`src/rtl/instr_sequencer_if.sv`:
```
// Instruction fetch bus between the sequencer and the instruction ROM.
// Request is held with a stable address until the ROM acks with data.
interface instr_sequencer_if #(
  parameter int PC_W = 5
);
  logic            I_req;
  logic [PC_W-1:0] I_addr;
  logic            I_ack;
  logic [15:0]     I_data;

  modport master (
    output I_req,
    output I_addr,
    input  I_ack,
    input  I_data
  );

  modport slave (
    input  I_req,
    input  I_addr,
    output I_ack,
    output I_data
  );
endinterface

```
`src/rtl/instr_sequencer.sv`:
```
// Multi-cycle fetch/decode/execute controller driving the
// register-file / ALU / data-memory datapath control inputs.
module instr_sequencer #(
  parameter int              PC_W     = 5,
  parameter logic [PC_W-1:0] START_PC = '0
) (
  input  logic                Clk,
  input  logic                Reset,
  input  logic                i_Run,
  instr_sequencer_if.master   fb,
  output logic [7:0]          o_D_addr,
  output logic                o_D_wr,
  output logic                o_RF_s,
  output logic [3:0]          o_RF_W_addr,
  output logic                o_RF_W_wr,
  output logic [3:0]          o_RF_Ra_addr,
  output logic                o_RF_Ra_rd,
  output logic [3:0]          o_RF_Rb_addr,
  output logic                o_RF_Rb_rd,
  output logic [2:0]          o_Alu_s0,
  output logic [15:0]         o_IR_Out,
  output logic [PC_W-1:0]     o_PC_Out,
  output logic [3:0]          o_StateO,
  output logic                o_Halted
);

  typedef enum logic [3:0] {
    S_INIT   = 4'd0,
    S_FETCH  = 4'd1,
    S_DECODE = 4'd2,
    S_NOOP   = 4'd3,
    S_LOAD_A = 4'd4,
    S_LOAD_B = 4'd5,
    S_STORE  = 4'd6,
    S_ADD    = 4'd7,
    S_SUB    = 4'd8,
    S_HALT   = 4'd9
  } state_t;

  localparam logic [PC_W-1:0] PC_ONE = {{(PC_W-1){1'b0}}, 1'b1};

  state_t          r_state;
  state_t          w_next;
  logic [PC_W-1:0] r_pc;
  logic [15:0]     r_ir;
  logic            w_take;

  assign w_take = (r_state == S_FETCH) && fb.I_ack;

  always_ff @(posedge Clk or posedge Reset) begin
    if (Reset) begin
      r_state <= S_INIT;
      r_pc    <= START_PC;
      r_ir    <= '0;
    end else begin
      r_state <= w_next;
      if (w_take) begin
        r_ir <= fb.I_data;
        r_pc <= r_pc + PC_ONE;
      end
    end
  end

  always_comb begin
    w_next = r_state;
    unique case (r_state)
      S_INIT:   if (i_Run) w_next = S_FETCH;
      S_FETCH:  if (fb.I_ack) w_next = S_DECODE;
      S_DECODE: begin
        unique case (r_ir[15:12])
          4'h1:    w_next = S_LOAD_A;
          4'h2:    w_next = S_STORE;
          4'h3:    w_next = S_ADD;
          4'h4:    w_next = S_SUB;
          4'h5:    w_next = S_HALT;
          default: w_next = S_NOOP;
        endcase
      end
      S_LOAD_A: w_next = S_LOAD_B;
      S_NOOP,
      S_LOAD_B,
      S_STORE,
      S_ADD,
      S_SUB:    w_next = S_FETCH;
      S_HALT:   w_next = S_HALT;
      default:  w_next = S_INIT;
    endcase
  end

  always_comb begin
    fb.I_req     = 1'b0;
    fb.I_addr    = '0;
    o_D_addr     = '0;
    o_D_wr       = 1'b0;
    o_RF_s       = 1'b0;
    o_RF_W_addr  = '0;
    o_RF_W_wr    = 1'b0;
    o_RF_Ra_addr = '0;
    o_RF_Ra_rd   = 1'b0;
    o_RF_Rb_addr = '0;
    o_RF_Rb_rd   = 1'b0;
    o_Alu_s0     = 3'b000;
    o_Halted     = 1'b0;
    unique case (r_state)
      S_FETCH: begin
        fb.I_req  = 1'b1;
        fb.I_addr = r_pc;
      end
      // memory read is synchronous: address in A, write-back in B
      S_LOAD_A: begin
        o_D_addr = r_ir[11:4];
        o_RF_s   = 1'b1;
      end
      S_LOAD_B: begin
        o_D_addr    = r_ir[11:4];
        o_RF_s      = 1'b1;
        o_RF_W_addr = r_ir[3:0];
        o_RF_W_wr   = 1'b1;
      end
      S_STORE: begin
        o_D_addr     = r_ir[7:0];
        o_RF_Ra_addr = r_ir[11:8];
        o_RF_Ra_rd   = 1'b1;
        o_D_wr       = 1'b1;
      end
      S_ADD,
      S_SUB: begin
        o_RF_Ra_addr = r_ir[11:8];
        o_RF_Ra_rd   = 1'b1;
        o_RF_Rb_addr = r_ir[7:4];
        o_RF_Rb_rd   = 1'b1;
        o_RF_W_addr  = r_ir[3:0];
        o_RF_W_wr    = 1'b1;
        o_Alu_s0     = (r_state == S_ADD) ? 3'b001 : 3'b010;
      end
      S_HALT: o_Halted = 1'b1;
      default: ;
    endcase
  end

  assign o_IR_Out = r_ir;
  assign o_PC_Out = r_pc;
  assign o_StateO = r_state;

endmodule

```
`src/flat_wrapper.sv`:
```
// flat-port wrapper written by rule: the top's interface ports become plain ports
module instr_sequencer_flat 
#(
  parameter int              PC_W     = 5,
  parameter logic [PC_W-1:0] START_PC = '0
)
  (Clk, Reset, i_Run, o_D_addr, o_D_wr, o_RF_s, o_RF_W_addr, o_RF_W_wr, o_RF_Ra_addr, o_RF_Ra_rd, o_RF_Rb_addr, o_RF_Rb_rd, o_Alu_s0, o_IR_Out, o_PC_Out, o_StateO, o_Halted, fb_I_req, fb_I_addr, fb_I_ack, fb_I_data);
  instr_sequencer_if #(.PC_W(PC_W)) fb_i ();
  input  logic Clk;
  input  logic Reset;
  input  logic i_Run;
  output logic [7:0] o_D_addr;
  output logic o_D_wr;
  output logic o_RF_s;
  output logic [3:0] o_RF_W_addr;
  output logic o_RF_W_wr;
  output logic [3:0] o_RF_Ra_addr;
  output logic o_RF_Ra_rd;
  output logic [3:0] o_RF_Rb_addr;
  output logic o_RF_Rb_rd;
  output logic [2:0] o_Alu_s0;
  output logic [15:0] o_IR_Out;
  output logic [PC_W-1:0] o_PC_Out;
  output logic [3:0] o_StateO;
  output logic o_Halted;
  output wire logic [$bits(fb_i.I_req)-1:0] fb_I_req;
  output wire logic [$bits(fb_i.I_addr)-1:0] fb_I_addr;
  input wire logic [$bits(fb_i.I_ack)-1:0] fb_I_ack;
  input wire logic [$bits(fb_i.I_data)-1:0] fb_I_data;
  assign fb_I_req = fb_i.I_req;
  assign fb_I_addr = fb_i.I_addr;
  assign fb_i.I_ack = fb_I_ack;
  assign fb_i.I_data = fb_I_data;
  instr_sequencer #(.PC_W(PC_W), .START_PC(START_PC)) u_core (.Clk(Clk), .Reset(Reset), .i_Run(i_Run), .fb(fb_i), .o_D_addr(o_D_addr), .o_D_wr(o_D_wr), .o_RF_s(o_RF_s), .o_RF_W_addr(o_RF_W_addr), .o_RF_W_wr(o_RF_W_wr), .o_RF_Ra_addr(o_RF_Ra_addr), .o_RF_Ra_rd(o_RF_Ra_rd), .o_RF_Rb_addr(o_RF_Rb_addr), .o_RF_Rb_rd(o_RF_Rb_rd), .o_Alu_s0(o_Alu_s0), .o_IR_Out(o_IR_Out), .o_PC_Out(o_PC_Out), .o_StateO(o_StateO), .o_Halted(o_Halted));
endmodule
```
`config.mk`:
```
export PLATFORM = sky130hd
export DESIGN_NAME = instr_sequencer_flat
export DESIGN_NICKNAME = d
export VERILOG_FILES = /design/src/rtl/instr_sequencer_if.sv /design/src/rtl/instr_sequencer.sv /design/src/flat_wrapper.sv
export SDC_FILE = /design/constraint.sdc
export NUM_CORES = 1
export LEC_CHECK = 0
export CAP_MARGIN = 25
export CELL_PAD_IN_SITES_DETAIL_PLACEMENT = 0
export CELL_PAD_IN_SITES_GLOBAL_PLACEMENT = 1
export CORE_MARGIN = 1.5
export CORE_UTILIZATION = 25
export DETAILED_ROUTE_END_ITERATION = 6
export PLACE_DENSITY_LB_ADDON = 0.1
export SLEW_MARGIN = 20
export SYNTH_ARGS = -nofsm -noshare
export SYNTH_HDL_FRONTEND = slang
export SYNTH_SLANG_ARGS = --single-unit
```
`constraint.sdc`:
```
create_clock -name Clk -period 1.6 [get_ports Clk]
set_clock_uncertainty 0.1 [all_clocks]
set_input_delay 0.24 -clock Clk [delete_from_list [all_inputs] [get_ports Clk]]
set_output_delay 0.24 -clock Clk [all_outputs]
set_load 0.01 [all_outputs]
```
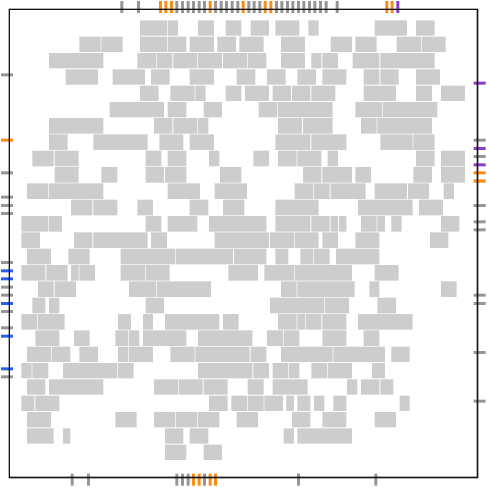
*Pin map*
(6 px per µm) Pins as bars across the die edge, other pins in grey.
- blue: fb_I_addr (pins 5; direction output; edge west)
- purple: o_RF_W_addr (pins 4; direction output; edge 3 east, 1 north)
- orange: o_IR_Out (pins 16; direction output; edge 9 north, 4 south, 2 east, 1 west)

==> flow_summary.yaml <==
# implementation run metrics
yosys:
  common_cells: "dfrtp_1, and2_1, mux2_4, a22o_1, mux2_2"
  ys_seq_share_pct: 44.72
  yosys_warnings: 0
  numSynthFlops: 25
  ys.flop_type: "dfrtp_1"
  synth_cells: 120
  syn_area_per_cell_um2: 11.66
  syn_area_um2: 1399
  ys_chip_area_um2: 1399
  top_cell: "dfrtp_1"
  edf_count: 0
cells_and_area:
  fin_area_um2: 2938
  flop-count: 25
  mostFrequentLayoutCell: "buf_6"
  n_all_inverters: 3
  biggestCellCategory: "non-clock buffers"
  largest_reg_flops: 16
  num-multi-input-gates: 87
  nFillCells: 489
  buf_share_pct: 43.44
  layout.nets: 276
  drive_gt1_share_pct: 59.84
  nClkBuffers: 3
  seq_area_um2: 630.6
final_timing:
  layout_setup_ws_ns: -0.6143
  min_period_ns: 2.214
  finalCritPeriodShare_pct: 138.4
  fmax_ghz: 0.4516
  setup_violations: 52
  whs_ns: 0.1983
place:
  globalplace.congestion: 0.7238
  dp_slack_ns: -0.5650
  dpl-instance-area_um2: 2486
  placed_cells: 284
global_routing:
  use_met3_pct: 4.000
  grtUsageTotal_pct: 16.59
  grt_max_degree: 26
  use_met1_pct: 19.07
  grt_overflow: 0
clocking:
  clock_latency_ns: 0.28
  clkSinkCount: 25
  root_buffer: "clkbuf_8"
  cts_tree: "yes"
  cts_hold_buf: 0
  numCtsBuffers: 3
  clk_path_buf_depth: 2
drt:
  wl_mm: 4.932
  m1WireLength_mm: 1.989
  wl_per_cell_um: 15.13
  viasPerCell: 4.436
  met2_wirelength_mm: 2.688
  drt_first_pass_iters: 4
  via_count: 1446
  top_layer: "met4"
status:
  outcome: "complete, but fails checks"
  violations: "negative setup slack"
flow_run:
  warnings: 29
  cap_violations: 0
worst_hold_path:
  hold_class: "primary input to async pin"
worst_setup_path:
  cp.depth: 6
  cp_num_buf_inv: 3
  r2r_slack_ns: -0.19
  max_stage_delay_ns: 0.61
  path_class: "flop to output pin"
  path_delay_family: "simple AND/OR/NAND/NOR gates"
  cp_cell_sequence: "or4b_4, o21ai_4, buf_6, buf_6, and2_4, buf_6"
power_and_ir_drop:
  clockPowerShare_pct: 8.4
  total_power_mw: 4.768
  p_comb_share_pct: 65.5
  power_clock_mw: 0.402
  p_per_area_nw_per_um2: 1623
die:
  fp.dieH_um: 77.80
  num_rows: 27
  die-area_um2: 6053
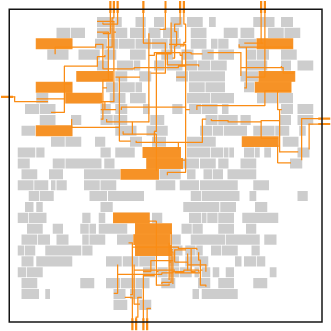
*Nets reached from selected ports*
(4 px per µm)
- orange: o_IR_Out (bits 16; direction output; edge 9 north, 4 south, 2 east, 1 west; end cells 16; buffers 20; wire 896 µm)
I/O pins: 80
PortBufs: 78

[what timing repair did]
action / in CTS / in global routing
gates resized: 151 / 61
buffers inserted: 19 / 16
pin swaps: 3 / 8
cloned: 2 / 1
setup endpoints to repair: 78 / 63
[kinds of logic after synthesis]
| kind of cell | share of synthesized area, % |
|---|---|
| and+or+nand+nor | 21.38 |
| DFF | 44.72 |
| AOI/OAI and AO/OA | 10.29 |
| muxes | 16.10 |
| buffers and inverters | 3.220 |
| xor gates and xnor gates | 3.130 |
| adders and majority gates | 0.8943 |
| other | 0.2681 |
[worst reg2reg max path, stage by stage, from the launching register on]
cell,delay (ns)
dfrtp_2,0.43
buf_6,0.15
nor4b_4,0.26
buf_4,0.18
buf_6,0.14
nand2_8,0.10
mux2_4,0.32
